run_1/floorplan.png
Drawn at 6 px/um. Pins as bars on the die edge. Tap cells in gray.
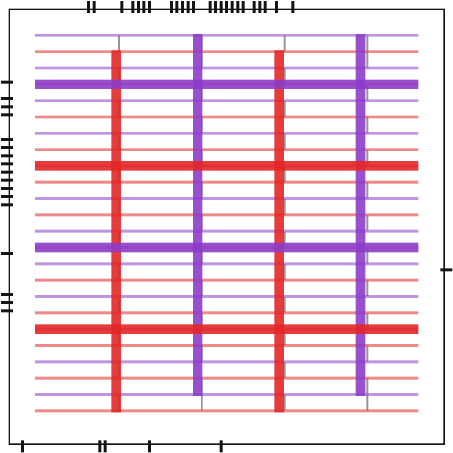
run_1/class_map.png
Drawn at 6 px/um. Fill, decap, tap and diode cells in gray.
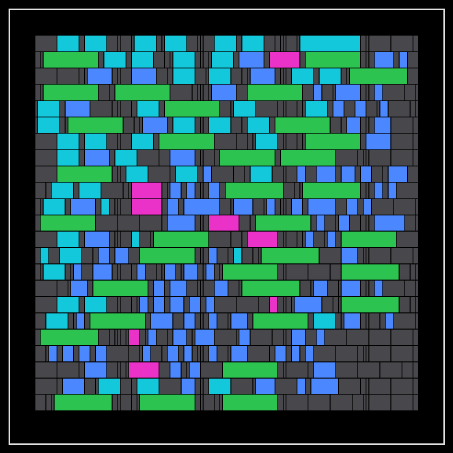
run_1/clock_wires.png
Drawn at 4 px/um.
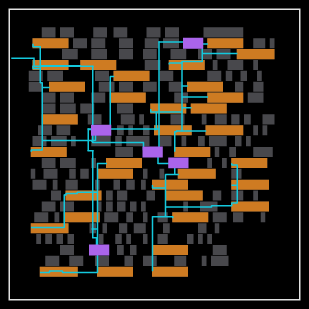
run_1/layers.png
Drawn at 6 px/um.
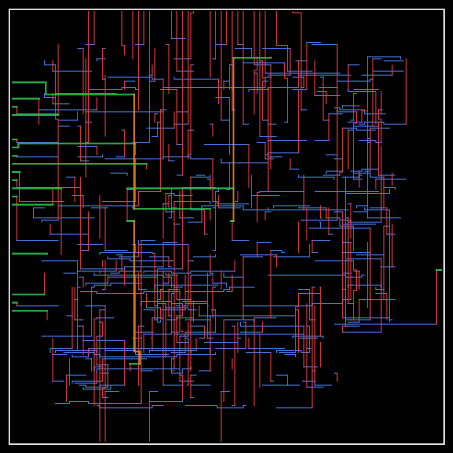
### src/rtl/dram_sequencer.sv
// dram_sequencer: RAS/CAS/WE sequencing, row/column address mux, refresh timer and refresh arbitration.
// Optional build macro REFRESH_DEFER_EN lets CPU accesses defer up to four pending refreshes.

module dram_sequencer #(
   parameter int REFRESH_INTERVAL = 110,
   parameter int PRECHARGE_CYCLES = 2,
   parameter int REF_RAS_CYCLES   = 3
) (
   input  logic        CLK,
   input  logic        RESET,
   input  logic [23:1] ADDR,
   input  logic        AS_n,
   input  logic        UDS_n,
   input  logic        LDS_n,
   input  logic        RW,
   input  logic        ram_access,
   output logic [10:0] MA,
   output logic        RAS_n,
   output logic [1:0]  CAS_n,
   output logic        WE_n,
   output logic        dtack,
   output logic        refresh_busy
);

   typedef enum logic [2:0] {
      IDLE, ACC_RAS, ACC_CAS, ACC_HOLD, PRECHARGE, REF_CAS, REF_RAS
   } state_t;

`ifdef REFRESH_DEFER_EN
   localparam int PW = 3;
   localparam logic [PW-1:0] PMAX = 3'd4;
`else
   localparam int PW = 1;
   localparam logic [PW-1:0] PMAX = 1'b1;
`endif
   localparam logic [PW-1:0] PONE     = PW'(1);
   localparam logic [9:0]    RELOAD   = 10'(REFRESH_INTERVAL - 1);
   localparam logic [2:0]    PRE_LOAD = 3'(PRECHARGE_CYCLES - 1);
   localparam logic [2:0]    RAS_LOAD = 3'(REF_RAS_CYCLES - 1);

   state_t        state, next;
   logic [2:0]    cnt, cnt_d;
   logic [9:0]    timer;
   logic [PW-1:0] pending, pending_d;
   logic          tick, req, want, grant, start;
   logic [10:0]   row, col, ma_d;
   logic          ras_d, we_d, dtack_d, busy_d;
   logic [1:0]    cas_d;
   logic          unused_addr;

   assign unused_addr = ADDR[23];
   assign row   = ADDR[22:12];
   assign col   = ADDR[11:1];
   assign tick  = (timer == 10'd0);
   assign req   = ram_access & ~AS_n & (~UDS_n | ~LDS_n);
   // A tick on the IDLE edge counts as a request even before it reaches pending.
   assign want  = (pending != '0) | tick;
`ifdef REFRESH_DEFER_EN
   assign grant = (pending == PMAX) | (want & ~req);
`else
   assign grant = want;
`endif
   assign start = (state == IDLE) && grant;

   always_comb begin
      pending_d = pending;
      if (tick && !start) begin
         if (pending != PMAX) pending_d = pending + PONE;
      end else if (start && !tick) begin
         pending_d = pending - PONE;
      end
   end

   always_comb begin
      next  = state;
      cnt_d = (cnt != 3'd0) ? cnt - 3'd1 : cnt;
      case (state)
         IDLE:      if (grant) next = REF_CAS; else if (req) next = ACC_RAS;
         ACC_RAS:   next = AS_n ? PRECHARGE : ACC_CAS;
         ACC_CAS:   next = AS_n ? PRECHARGE : ACC_HOLD;
         ACC_HOLD:  if (AS_n) next = PRECHARGE;
         REF_CAS:   next = REF_RAS;
         REF_RAS:   if (cnt == 3'd0) next = PRECHARGE;
         PRECHARGE: if (cnt == 3'd0) next = IDLE;
         default:   next = IDLE;
      endcase
      if (next == REF_RAS && state != REF_RAS) cnt_d = RAS_LOAD;
      if (next == PRECHARGE && state != PRECHARGE) cnt_d = PRE_LOAD;

      // Outputs are decoded from the next state so every pin is a flop.
      ras_d   = 1'b1;
      cas_d   = 2'b11;
      we_d    = 1'b1;
      ma_d    = row;
      dtack_d = 1'b0;
      busy_d  = 1'b0;
      case (next)
         ACC_RAS: begin
            ras_d = 1'b0;
            we_d  = RW;
         end
         ACC_CAS: begin
            ras_d = 1'b0;
            we_d  = WE_n;
            cas_d = {UDS_n, LDS_n};
            ma_d  = col;
         end
         ACC_HOLD: begin
            ras_d   = 1'b0;
            we_d    = WE_n;
            cas_d   = CAS_n;
            ma_d    = col;
            dtack_d = 1'b1;
         end
         REF_CAS: begin
            cas_d  = 2'b00;
            busy_d = 1'b1;
         end
         REF_RAS: begin
            ras_d  = 1'b0;
            cas_d  = 2'b00;
            busy_d = 1'b1;
         end
         PRECHARGE: busy_d = (state == REF_RAS) || (state == PRECHARGE && refresh_busy);
         default: ;
      endcase
   end

   always_ff @(posedge CLK or posedge RESET) begin
      if (RESET) begin
         state        <= IDLE;
         cnt          <= 3'd0;
         timer        <= RELOAD;
         pending      <= '0;
         MA           <= 11'd0;
         RAS_n        <= 1'b1;
         CAS_n        <= 2'b11;
         WE_n         <= 1'b1;
         dtack        <= 1'b0;
         refresh_busy <= 1'b0;
      end else begin
         state        <= next;
         cnt          <= cnt_d;
         timer        <= tick ? RELOAD : timer - 10'd1;
         pending      <= pending_d;
         MA           <= ma_d;
         RAS_n        <= ras_d;
         CAS_n        <= cas_d;
         WE_n         <= we_d;
         dtack        <= dtack_d;
         refresh_busy <= busy_d;
      end
   end

endmodule
### config.mk
export PLATFORM = sky130hd
export DESIGN_NAME = dram_sequencer
export DESIGN_NICKNAME = d
export VERILOG_FILES = /design/src/rtl/dram_sequencer.sv
export SDC_FILE = /design/constraint.sdc
export NUM_CORES = 1
export LEC_CHECK = 0
export CAP_MARGIN = 20
export CELL_PAD_IN_SITES_DETAIL_PLACEMENT = 1
export CELL_PAD_IN_SITES_GLOBAL_PLACEMENT = 1
export CORE_MARGIN = 4
export CORE_UTILIZATION = 38
export DETAILED_ROUTE_END_ITERATION = 16
export GPL_TIMING_DRIVEN = 0
export PLACE_DENSITY_LB_ADDON = 0.1
export SETUP_SLACK_MARGIN = 0.15
export SYNTH_ARGS = -nofsm -noshare
export SYNTH_HDL_FRONTEND = slang
export SYNTH_SLANG_ARGS = --single-unit
### constraint.sdc
create_clock -name CLK -period 6.1 [get_ports CLK]
set_input_delay 0.61 -clock CLK [delete_from_list [all_inputs] [get_ports CLK]]
set_output_delay 0.61 -clock CLK [all_outputs]
set_load 0.01 [all_outputs]
==> run summary, run 1 <==
Status of the implementation.

- The multi-input logic cell count is 93, for reference.
- The post-place setup slack is 3660 ps, for reference.
- The via count of the first global-routing pass is 1,403.
- The number of pins with negative max-slew slack in the final report is 0, for reference.
- The cell area power density is 348 nW/um2, for reference.
- The number of buffers inserted during clock tree synthesis is 5, for reference.
- The proportion of layout cells with a drive suffix above 1 is 0.174, for reference.
- The post-detailed-routing wire length is 3650 um, for reference.
- The number of antenna violations at the first check in global routing is 0, for reference.
- The worst path setup slack after routing is 3650 ps, for reference.
- In this run, power in the clock network comes to 0.169 mW.
- The detailed placer reported the number of placed instances as 237.
- The first-pass GRT wire length is 6510 um, for reference.
- The placed standard-cell area is 2100 um2, for reference.
- The number of antenna diodes in the final layout is 0.
- The share of the Yosys chip area taken by registers is 0.550.
- The worst path arrival time is 2610 ps, for reference.
- The deepest level of the CTS H-tree is 2, for reference.
- The share of total power in the clock network is 0.222, for reference.
- The number of cells in the yosys synthesis report is 142, for reference.
- In this run the critical path is formed by inv_1 -> ha_1 -> or4b_4 -> or3_4 -> clkinv_2 -> o21ai_4 -> ha_1 -> nor3_1 -> a21oi_1.
- The chip area line of the yosys report is 1570 um2, for reference.
- After layout, the setup clock skew is reported as 2.88 ps.
- In the final layout, the multi-input gates occupy 648 um2.
- The count of different cell masters after synthesis is 38, for reference.
- According to the dpl log, the detail-placed design has an HPWL of 2870 um.
- Once the clock tree was built, the setup fixing pass inserted 0 buffers.
- 47 I/O pins were placed.
- The fraction of post-synthesis cell area in the top cell type by area is 0.399, for reference.
- The post-cts resize count is 0, for reference.
- The power report lists the combinational group at 0.284 mW.
- Routing resource usage on met2 recorded by global route was 0.271.
- The most used cell along the critical path is sky130_fd_sc_hd__ha_1, for reference.
- Ranking logic cells in the layout by count gives the top entries sky130_fd_sc_hd__clkdlybuf4s50_1, sky130_fd_sc_hd__dfrtp_1, sky130_fd_sc_hd__nor2_1, sky130_fd_sc_hd__mux2_2, sky130_fd_sc_hd__inv_1.
- Per the layout report, the design carries 11 non-clock inverters.
- The global routing report lists met3 layer usage as 0.0471.
- Row generation in the floorplan step produced 23 rows.
- Based on the critical path, the design can be clocked at up to 0.409 GHz.
- The count of plain and timing-repair buffers in the layout is 49, for reference.
- The report shows a maximum critical-path fanout of 7.
- The floorplan-stage core utilization is 0.392, for reference.
- Of the total power, registers draw 0.405.
- The cell area that synthesis handed to floorplanning was 1570 um2.
- Setup repair after global routing left no endpoint under its margin.
- The post-synthesis to final-layout area growth is 39.7%, for reference.
- The critical path in this run is classified as flip-flop to flip-flop.
- Entering global routing, the biggest net connects 21 pins.
- The routing layer with the top usage in global route is met2, for reference.
- The pin slew with the least headroom to its limit is 839 ps, for reference.
- The data required time at the worst endpoint is 6270 ps, for reference.
- The layout net count is 228, for reference.
- The delay of the slowest critical-path stage is 520 ps, for reference.
- The TritonCTS clock tree is yes, for reference.
- The floorplan step set the die height to 72.2 um.
- The flow inserted 50 tap cells.
- In the final design, more cell area goes to registers than to any other class.
- The layout has 7 clock buffers.
- The post-route setup TNS is 0 ps, for reference.
- From left edge to right edge, the die measures 72.2 um.
- The class of the tightest hold or removal check is flip-flop to flip-flop, for reference.
- After synthesis, the mean cell area works out to 11.0 um2.
- The most common logic cell in the final layout is sky130_fd_sc_hd__clkdlybuf4s50_1.
- The clock root buffer is sky130_fd_sc_hd__clkbuf_8, for reference.
- After filler insertion, the fill cell instance count of the layout stands at 448.
- The type of element launching the critical path is a flip-flop, for reference.
- The count of non-filler cells in the finished layout is 245, for reference.
- The number of antenna-violating nets in the routed design is 0, for reference.
- The worst max-slew margin expressed relative to the limit is 0.440, for reference.
- For reference, the final report shows the hold violation count at 0.
- The flop share of the area is 0.394, for reference.
- The average routed wire per standard cell is 14.9 um, for reference.
- The number of OpenROAD warnings is 28, for reference.
- Sorting the synthesized cells by area gives the leading types as sky130_fd_sc_hd__dfrtp_1, sky130_fd_sc_hd__dfstp_2, sky130_fd_sc_hd__mux2_2.
- Power attributed to sequential cells is 0.308 mW.
- The die area is 5220 um2, for reference.
- The area of all placed cells without fillers is 2190 um2, for reference.
- Looking at area per cell type in the netlist, the leader is sky130_fd_sc_hd__dfrtp_1.
- The post-route DRC violation count is 0, for reference.
- On met1, the global router reports a usage of 0.189.
- Per the GRT congestion report, total overflow comes to 0.
- The final period demand of the worst path is 2450 ps, for reference.
- The register area is 862 um2, for reference.
- The layout report lists the non-clock buffer share of cell area as 0.221.
- Of the total power, combinational logic draws 0.373.
- The cell count after synthesis came out at 142.
- The Yosys warning count is 0, for reference.
- Post-route period utilization is reported as 0.401.
- The synthesized-area fraction occupied by and/or/nand/nor cells is 0.140, for reference.
- The proportion of synthesized area in mux cells is 0.0926, for reference.
- For the worst-skew pair, the clock arrives at the later sink with an insertion delay of 280 ps.
- The clock-pin slew on the worst setup and hold paths is 70 ps, for reference.
- STA classifies the critical path endpoint as a flip-flop.
- The highest supply drop recorded on VDD is 0.173 mV.
- Per the synthesis report, the AND-OR/OR-AND share of the synthesized area is 0.121.
- The final timing report counts setup violations totalling 0.
- The clock drives 34 sinks.
- The switching power share of the total is 0.317, for reference.
- Measured on the final layout, the clock distribution area share stands at 0.0417.
- The largest power group is registers, for reference.
- The async set or reset register ratio after synthesis is 1.00, for reference.
- Across the run, the number of max-cap violations was 0.
- The final standard cell utilization of the core is 0.547, for reference.
- Looking at the clock tree report, the maximum root-to-sink buffer count equals 2.
- The met3 wire length is 154 um, for reference.
- The largest individual stage delay along the critical path comes from the cell sky130_fd_sc_hd__or4b_4.
- The vias after detailed routing is 1,228, for reference.
- Using the TritonRoute via totals, the vias-per-cell ratio works out to 5.01.
- For this run the top cell type by instance count after synthesis was sky130_fd_sc_hd__dfrtp_1.
- The global-route usage over all layers is 0.162, for reference.
- After layout, the design draws a total of 0.761 mW.
- The post-cts hold-fix buffer tally is 0, for reference.
- The routed wire length on met2 is 1890 um, for reference.
- The logic share of the area is 0.296, for reference.
- The critical path's top delay family is simple AND/OR/NAND/NOR gates, for reference.
- The detailed-routing wirelength on met1 is 1530 um, for reference.
- The synthesized design contains 0 enable-type register cells.
- The leakage power is 0.914 nW, for reference.
- Yosys shows that the main logic family after synthesis is simple AND/OR/NAND/NOR gates.
- The flow ran to the end, and the final reports show no timing, DRC or antenna violations.
- The xor/xnor cell area share of the yosys netlist is 0.0279, for reference.
- According to the floorplan report, the placeable core area is 4000 um2.
- Ranked by instance count, the synthesized netlist is headed by sky130_fd_sc_hd__dfrtp_1, sky130_fd_sc_hd__nor2_1, sky130_fd_sc_hd__mux2_2.
- The number of input and output port buffers inserted is 44, for reference.
## Picture notes: floorplan.png
| color | net |
|---|---|
| red | VSS |
| purple | VDD |
signal pins: 47
met5 straps: 4

## Picture notes: class_map.png
| color | class | cells |
|---|---|---|
| blue | remaining logic cells | 104 |
| cyan | remaining buffers and delay cells | 49 |
| magenta | clock drivers and dummy loads | 8 |
| green | registers | 34 |

## Picture notes: clock_wires.png
[orange] flip-flops | count: 34
[cyan] clock wires | length: 453 um
[purple] clock-net drivers | count: 5
routed clock nets: 6
flops lie: spread over the die

## Picture notes: layers.png
| color | layer | wire length |
|---|---|---|
| orange | M4 | 71.0 um |
| green | M3 | 155 um |
| red | M2 | 1,890 um |
| blue | M1 | 1,530 um |

## run 1: registers in the layout, summed over array words and instances, names as in the netlist
name and count:
MA 11, timer 10, cnt 3, state 3, CAS_n 2, RAS_n 1, WE_n 1, dtack 1
pending 1, refresh_busy 1
## run 1: worst paths after layout
path                               startpoint                  end  slack, ps  cells after the start
setup / recovery           timer[1]$_DFF_PP0_  pending$_DFFE_PP0P_       3650                      9
hold / removal             timer[0]$_DFF_PP1_   timer[0]$_DFF_PP1_        470                      1
setup reg to reg           timer[1]$_DFF_PP0_  pending$_DFFE_PP0P_       3650                      9
hold reg to reg            timer[0]$_DFF_PP1_   timer[0]$_DFF_PP1_        470                      1
max in group asynchronous               RESET     WE_n$_DFFE_PP1P_       4670                      3
min in group asynchronous               RESET   timer[9]$_DFF_PP0_        800                      2
--- run 2 (diff from run 1) ---
--- a/config.mk
+++ b/config.mk
@@ -9,7 +9,7 @@
 export CELL_PAD_IN_SITES_DETAIL_PLACEMENT = 1
 export CELL_PAD_IN_SITES_GLOBAL_PLACEMENT = 1
 export CORE_MARGIN = 4
-export CORE_UTILIZATION = 38
+export CORE_UTILIZATION = 32
 export DETAILED_ROUTE_END_ITERATION = 16
 export GPL_TIMING_DRIVEN = 0
 export PLACE_DENSITY_LB_ADDON = 0.1
==> constraint.sdc (replaced) <==
create_clock -name CLK -period 2.23 [get_ports CLK]
set_input_delay 0.223 -clock CLK [delete_from_list [all_inputs] [get_ports CLK]]
set_output_delay 0.223 -clock CLK [all_outputs]
set_load 0.01 [all_outputs]
run_2/layers.png
Drawn at 6 px/um.
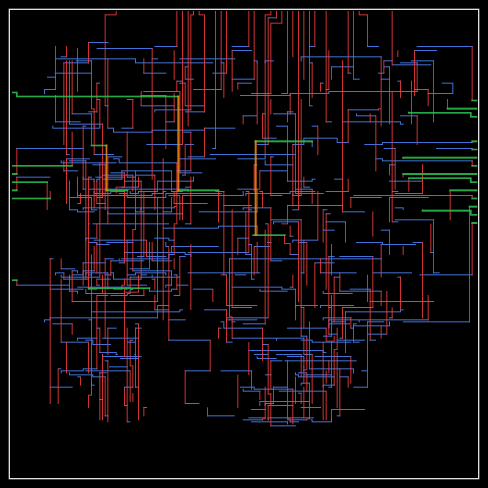
| color | layer | wire length |
|---|---|---|
| blue | M1 | 1,650 um |
| red | M2 | 2,140 um |
| orange | M4 | 38.8 um |
| green | M3 | 162 um |

==> run summary, run 2 <==
Status of the implementation.

- Entering global routing, the biggest net connects 19 pins.
- Across all layers, the routed design uses 1,309 vias.
- The sum of overflow across all layers after global routing is 0, for reference.
- The critical path goes through inv_1 -> ha_2 -> or4b_4 -> or3_4 -> clkinv_4 -> buf_4 -> ha_4 -> nor3_2 -> a21oi_1.
- The Yosys warning count is 0, for reference.
- The post-detailed-routing wire length is 3990 um, for reference.
- Summed over all instances, the cell type with the most area after synthesis is sky130_fd_sc_hd__dfrtp_1.
- The cell area after synthesis is 1570 um2, for reference.
- The worst path setup slack after routing is 135 ps, for reference.
- Setup slack on the worst reg-to-reg path comes out at 140 ps.
- The DRC violation total left in the routed layout is recorded as 0.
- In this run the count of I/O pins placed on the die edge is 47.
- Sorting the synthesis cell report by count puts at the top sky130_fd_sc_hd__dfrtp_1.
- The flow ran to the end, and the final reports show no timing, DRC or antenna violations.
- The register bank with the most flops is MA, for reference.
- The clock-pin slew on the worst setup and hold paths is 70 ps, for reference.
- Clock tree synthesis inserted a total of 5 buffers.
- The placed standard-cell area is 2140 um2, for reference.
- Hold-check failures listed in the final report amount to 0.
- The core area is 4720 um2, for reference.
- The via count of the first global-routing pass is 1,407, for reference.
- For the worst setup path, the data arrival time is 2260 ps.
- Setup total negative slack on the finished layout was measured at 0 ps.
- The worst max-slew margin expressed relative to the limit is 0.497, for reference.
- The placement report lists the number of port buffers as 44.
- Per the detail_route log, met3 wirelength is 161 um.
- Measured on the finished design, the core utilization comes to 0.488.
- The routed design shows a wire length per standard cell of 14.6 um.
- The routing layer with the top usage in global route is met2, for reference.
- The final worst-path cycle share is 0.939, for reference.
- The share of total power in the clock network is 0.211, for reference.
- Setup repair after global routing could not meet its margin everywhere.
- The later pin in the worst-skew pair is clocked with a latency of 280 ps.
- After synthesis, the chip area reported by Yosys is 1570 um2.
- For the final database, setup skew stands at 4.13 ps.
- According to the dpl log, the detail-placed design has an HPWL of 2880 um.
- The post-cts hold-fix buffer tally is 0, for reference.
- Per the post-synthesis stats, the area per cell is 11.0 um2.
- Ranking logic cells in the layout by count gives the top entries sky130_fd_sc_hd__clkdlybuf4s50_1, sky130_fd_sc_hd__dfrtp_1, sky130_fd_sc_hd__nor2_1, sky130_fd_sc_hd__mux2_2, sky130_fd_sc_hd__buf_4.
- The number of pins with negative max-slew slack in the final report is 0, for reference.
- For the clock group, total power comes out at 0.433 mW.
- The floorplan-stage core utilization is 0.332, for reference.
- The launch point of the worst path is timer[1]$_DFF_PP0_, for reference.
- met2 track demand over resource after global routing is 0.241.
- The endpoint of the worst setup timing path is pending$_DFFE_PP0P_, for reference.
- TritonCTS built the clock tree.
- Total global-route track usage over all layers is 0.140.
- Per the post-route antenna check, the number of violating nets is 0.
- The kind of capture point of the worst setup path is a flip-flop, for reference.
- The chip occupies 6080 um2.
- The number of filler cells placed in the layout is 527, for reference.
- The deepest level of the CTS H-tree is 2, for reference.
- For this run, the post-layout net count is 239.
- The type of element launching the critical path is a flip-flop, for reference.
- The path type of the worst setup path is flip-flop to flip-flop, for reference.
- The first global-routing pass estimated 6730 um of wire.
- The met3 capacity usage during global routing is 0.0499, for reference.
- The pin slew with the least headroom to its limit is 754 ps, for reference.
- In the final layout, the registers with the most flip-flops are MA (11), timer (10).
- From synthesis to final layout, the design area changed by 47.1%.
- The worst reg2reg path startpoint is timer[1]$_DFF_PP0_, for reference.
- The count of flip-flops with a built-in enable after synthesis is 0, for reference.
- Per the run summary, max-cap violations total 0.
- Yosys reports that the most numerous cell types are sky130_fd_sc_hd__dfrtp_1, sky130_fd_sc_hd__nor2_1, sky130_fd_sc_hd__mux2_2.
- The die span in x is 78.0 um, for reference.
- The tool warning count for the run is 31.
- The die is 78.0 um tall.
- The power report attributes to the combinational group a share of 0.380.
- Derived from the worst setup path, the maximum achievable clock frequency is 0.477 GHz.
- The number of cells in the yosys synthesis report is 142, for reference.
- Counting distinct cell types in the post-synthesis netlist gives 38.
- The clock root buffer is sky130_fd_sc_hd__clkbuf_8, for reference.
- The total inserted antenna cells is 0, for reference.
- The power in combinational cells is 0.780 mW, for reference.
- Looking at the clock tree report, the maximum root-to-sink buffer count equals 2.
- The sequential power reported by the tool is 0.841 mW.
- Yosys attributes the largest share of cell area to sky130_fd_sc_hd__dfrtp_1, sky130_fd_sc_hd__dfstp_2, sky130_fd_sc_hd__mux2_2.
- Summing all multi-input logic gate instances after layout gives 668 um2.
- Per the OpenROAD power report, leakage power amounts to 0.959 nW.
- The number of antenna violations at the first check in global routing was 0.
- The sequential share of the synthesized area is 0.550, for reference.
-- run 2: cell counts after synthesis --
Identical to the previous run, type by type.
-- run 2: cells by family after synthesis --
logic type      after synthesis  share of synthesized area
fa+ha+maj                     4                     0.0319
simple gates                 43                      0.140
flops                        34                      0.550
xor+xnor                      5                     0.0279
compound gates               28                      0.121
buf+inv                      15                     0.0367
mux                          13                     0.0926
-- run 2: area by class of cell --
class                      instances  share of cell area
sequential                        34               0.374
tap                               67              0.0364
multi-input combinational         93               0.290
inverter                          11              0.0201
clock buffer                       8              0.0347
buffer                             4             0.00651
timing repair buffer              56               0.239
-- run 2: what timing repair did --
| action | CTS | global route |
|---|---|---|
| pin swaps | 4 | 2 |
| setup endpoints to repair | 1 | 3 |
| setup buffers | 8 | 3 |
--- run 3 (diff from run 2) ---
--- a/config.mk
+++ b/config.mk
@@ -5,6 +5,7 @@
 export SDC_FILE = /design/constraint.sdc
 export NUM_CORES = 1
 export LEC_CHECK = 0
+export ABC_AREA = 1
 export CAP_MARGIN = 20
 export CELL_PAD_IN_SITES_DETAIL_PLACEMENT = 1
 export CELL_PAD_IN_SITES_GLOBAL_PLACEMENT = 1
run_3/floorplan.png
Drawn at 6 px/um. Pins as bars on the die edge. Tap cells in gray.
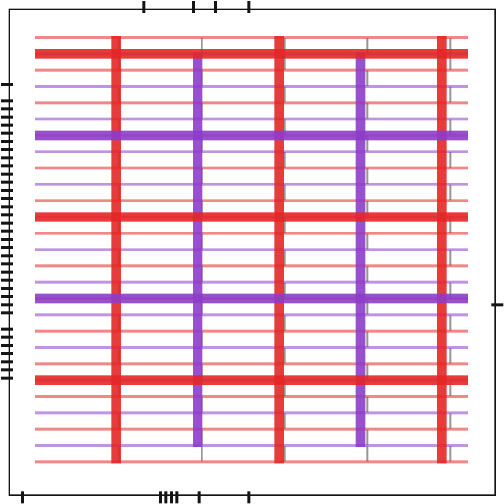
| color | net |
|---|---|
| red | VSS |
| purple | VDD |
met5 straps: 5
signal pins: 47
tap cells: 70
met4 straps: 5

==> run summary, run 3 <==
Status of the implementation.

- The clock root buffer is sky130_fd_sc_hd__clkbuf_8, for reference.
- The instance tally after logic synthesis is 169, for reference.
- Across all register-to-register paths, the minimum setup slack is 290 ps.
- Warnings raised by the tools during the run amount to 28.
- The worst setup path is of the flip-flop to flip-flop kind.
- After clock tree synthesis, the flow added hold-fix buffers numbering 0.
- The multi-input logic cell count is 105, for reference.
- Ranked by total cell area, the synthesized netlist is headed by sky130_fd_sc_hd__dfrtp_1, sky130_fd_sc_hd__dfstp_2, sky130_fd_sc_hd__mux2_4.
- The async set or reset register ratio after synthesis is 1.00, for reference.
- The routed via count divided by cell count is 4.54, for reference.
- The HPWL after detailed placement is 3140 um.
- The fraction of power consumed by combinational cells is 0.424, for reference.
- The die area is 6520 um2, for reference.
- The proportion of layout cells with a drive suffix above 1 is 0.202, for reference.
- The worst supply voltage drop on vdd is 0.322 mV, for reference.
- The global-route usage over all layers is 0.135, for reference.
- The final layout report lists a non-clock inverter count of 29.
- The met3 capacity usage during global routing is 0.0676, for reference.
- The synthesized design contains 0 enable-type register cells.
- For this run, global-route usage on met2 was measured as 0.225.
- The proportion of cell area spent on the clock network is 0.0342, for reference.
- Looking at the critical path, the highest net fanout was 8.
- Counting flops per register, the top entry is MA.
- The later pin in the worst-skew pair is clocked with a latency of 280 ps.
- The cell count after placement is 285, for reference.
- The final worst-path cycle share is 0.869, for reference.
- According to the tapcell log, the count of inserted taps is 70.
- The report lists the power per cell area as 959 nW/um2.
- Per the cell usage report, the commonest logic cell in the layout is sky130_fd_sc_hd__clkdlybuf4s50_1.
- Clock-pin slew was measured on the worst setup and hold paths at 70 ps.
- In this run, power in flip-flops and latches comes to 0.864 mW.
- In this run, post-CTS repair resized a total of 0 instances.
- The total count of hold-check failures in the final report is 0, for reference.
- The launch point of the worst path is timer[0]$_DFF_PP1_, for reference.
- The number of optimization iterations in the first detailed-route pass is 4, for reference.
- Recorded from the global router log, the overflow total was 0.
- The longest clock path from root to sink contains 2 buffers.
- Entering global routing, the biggest net connects 19 pins.
- Per the run summary, max-cap violations total 0.
- The post-route DRC violation count is 0, for reference.
- For this design the top-level I/O count stands at 47.
- After routing the design area is 2340 um2.
- The design has 34 sequential cells.
- The delay of the slowest critical-path stage is 550 ps, for reference.
- STA classifies the critical path endpoint as a flip-flop.
- The script computed the net switching share of total power as 0.357.
- The slowest stage of the critical path is the sky130_fd_sc_hd__dfstp_2 cell.
- As logged by OpenROAD, the buffers inserted on ports number 45.
- Per the post-synthesis stats, the area per cell is 10.0 um2.
- The floorplan step set the die height to 80.7 um.
- The post-place setup slack is 271 ps, for reference.
- The number of logic stages on the critical path including buffering is 10, for reference.
- The class of the tightest hold or removal check is primary input to asynchronous set/reset pin, for reference.
- The count of plain and timing-repair buffers in the layout is 47, for reference.
- The relative area of non-clock buffer cells in the final design is 0.212, for reference.
- After layout, the minimum clock period comes to 1940 ps.
- The timing report notes that buffer and inverter cells on the critical path total 1.
- The capture point of the worst reg-to-reg path is pending$_DFFE_PP0P_, for reference.
- The largest clock skew in the final design is 2.22 ps, for reference.
- The routed wire length on met2 is 1880 um, for reference.
- In the post-synthesis netlist, the cell with the most instances is sky130_fd_sc_hd__dfrtp_1.
- The share of total power in the clock network is 0.192, for reference.
- The number of buffers inserted during clock tree synthesis is 5, for reference.
- The total number of placement rows is 26, for reference.
- Derived from the worst setup path, the maximum achievable clock frequency is 0.516 GHz.
- The detailed router put a total of 1520 um of wire on met1.
- The register area is 862 um2, for reference.
- Per the synthesis report, the dominant area consumer among library cells is sky130_fd_sc_hd__dfrtp_1.
- The worst setup path is launched from a flip-flop.
- STA lists the startpoint of the worst register-to-register path as timer[0]$_DFF_PP1_.
- The run finished with clean final reports.
- The power drawn by the clock network is 0.431 mW, for reference.
- The register with the most flip-flops in the layout has 11 of them.
- After detailed routing, the total wire length is 3860 um.
- TritonCTS built the clock tree.
- The layout net count is 256, for reference.
- The number of sinks driven by the clock tree is 34, for reference.
- The average routed wire per standard cell is 13.2 um, for reference.
- The floorplan step records an initial core utilization of 0.331.
- Before any placement, the netlist area is recorded as 1690 um2.
- Setup repair after global routing left no endpoint under its margin.
- The transition time recorded at the tightest slew-check pin is 756 ps.
- The global-route met1 utilization is 0.145, for reference.
- By area, the class that comes first in the final layout consists of registers.
- The finished layout holds 293 standard cells, fillers aside.
- The post-route setup TNS is 0 ps, for reference.
- The worst path arrival time is 2100 ps, for reference.
- Combinational power for this build is 0.953 mW.
- The number of cells reported by Yosys stat comes to 169.
- The clock buffer instance count of the final layout is 8, for reference.
- The leakage power is 1.08 nW, for reference.
- The via count of the first global-routing pass is 1,515, for reference.
- The sequential share of the synthesized area is 0.509, for reference.
- The worst max-slew margin expressed relative to the limit is 0.495, for reference.
- The number of cells on the worst reg-to-reg path is 10, for reference.
- The fraction of post-synthesis cell area in the top cell type by area is 0.370, for reference.
- The first global-routing pass estimated 6730 um of wire.
- During synthesis, Yosys emitted a total of 0 warnings.
- The highest layer touched by signal routing is met4.
- For this run, the share of the core covered by cells in the final layout is 0.459.
- The core area is 5110 um2, for reference.
- In the final layout, the registers with the most flip-flops are MA (11), timer (10).
- The top cell types in the final layout, fill and taps aside, are sky130_fd_sc_hd__clkdlybuf4s50_1, sky130_fd_sc_hd__dfrtp_1, sky130_fd_sc_hd__inv_1, sky130_fd_sc_hd__nand2_1, sky130_fd_sc_hd__nor2_1.
- The number of antenna violations at the first check in global routing is 0.
- Endpoints with negative setup slack in the final report add up to 0.
- The post-CTS setup buffer count is 0, for reference.
- The floorplan step set the die width to 80.7 um.
- Looking at the clock tree report, the H-tree level count equals 2.
- The final layout report lists a filler cell count of 613.
- The final timing report gives a worst setup slack of 293 ps.
- The multi-input combinational cells in the finished layout cover a total of 706 um2.
- Detailed routing inserted a total of 1,330 vias.
- Multi-input logic gates represent a cell area share of 0.301.
- Traced cell by cell, the critical path runs through inv_1 -> ha_1 -> nand2_1 -> nor2_4 -> nand3_4 -> nand2_2 -> nand2_2 -> ha_1 -> nor3_2 -> a21oi_1.
- Registers represent a cell area share of 0.368.
- The total inserted antenna cells is 0, for reference.
- Counting pins that exceed their max-slew limit in the final report gives 0.
- The met3 wire length is 400 um, for reference.
- The post-synthesis to final-layout area growth is 38.4%, for reference.
- The critical path's top delay family is simple AND/OR/NAND/NOR gates, for reference.
- The count of different cell masters after synthesis is 30, for reference.
- The stat command in Yosys gives a chip area of 1690 um2.
- The critical path ends at pending$_DFFE_PP0P_.
- The largest power group is combinational logic, for reference.
run 3: netlist changes by cell type in the layout (fill, tap and decap cells not counted), moves of 4 or more:
cell and change:
sky130_fd_sc_hd__clkbuf_1 -4, sky130_fd_sc_hd__inv_2 +4, sky130_fd_sc_hd__buf_4 -11, sky130_fd_sc_hd__nand2_1 +13, sky130_fd_sc_hd__mux2_2 -10, sky130_fd_sc_hd__inv_1 +14
sky130_fd_sc_hd__mux2_4 +9
run 3: cell families (layout without fill, tap and decap cells):
kind of cell,count (synthesis),count (layout),synth area share
and+or+nand+nor,66,66,0.203
DFF,34,34,0.509
buffers and inverters,30,84,0.0769
AOI/OAI and AO/OA,20,20,0.0680
muxes,11,11,0.0931
adders and majority gates,4,4,0.0296
xor gates and xnor gates,4,4,0.0207
Power is estimated from default activity; no workload was simulated.
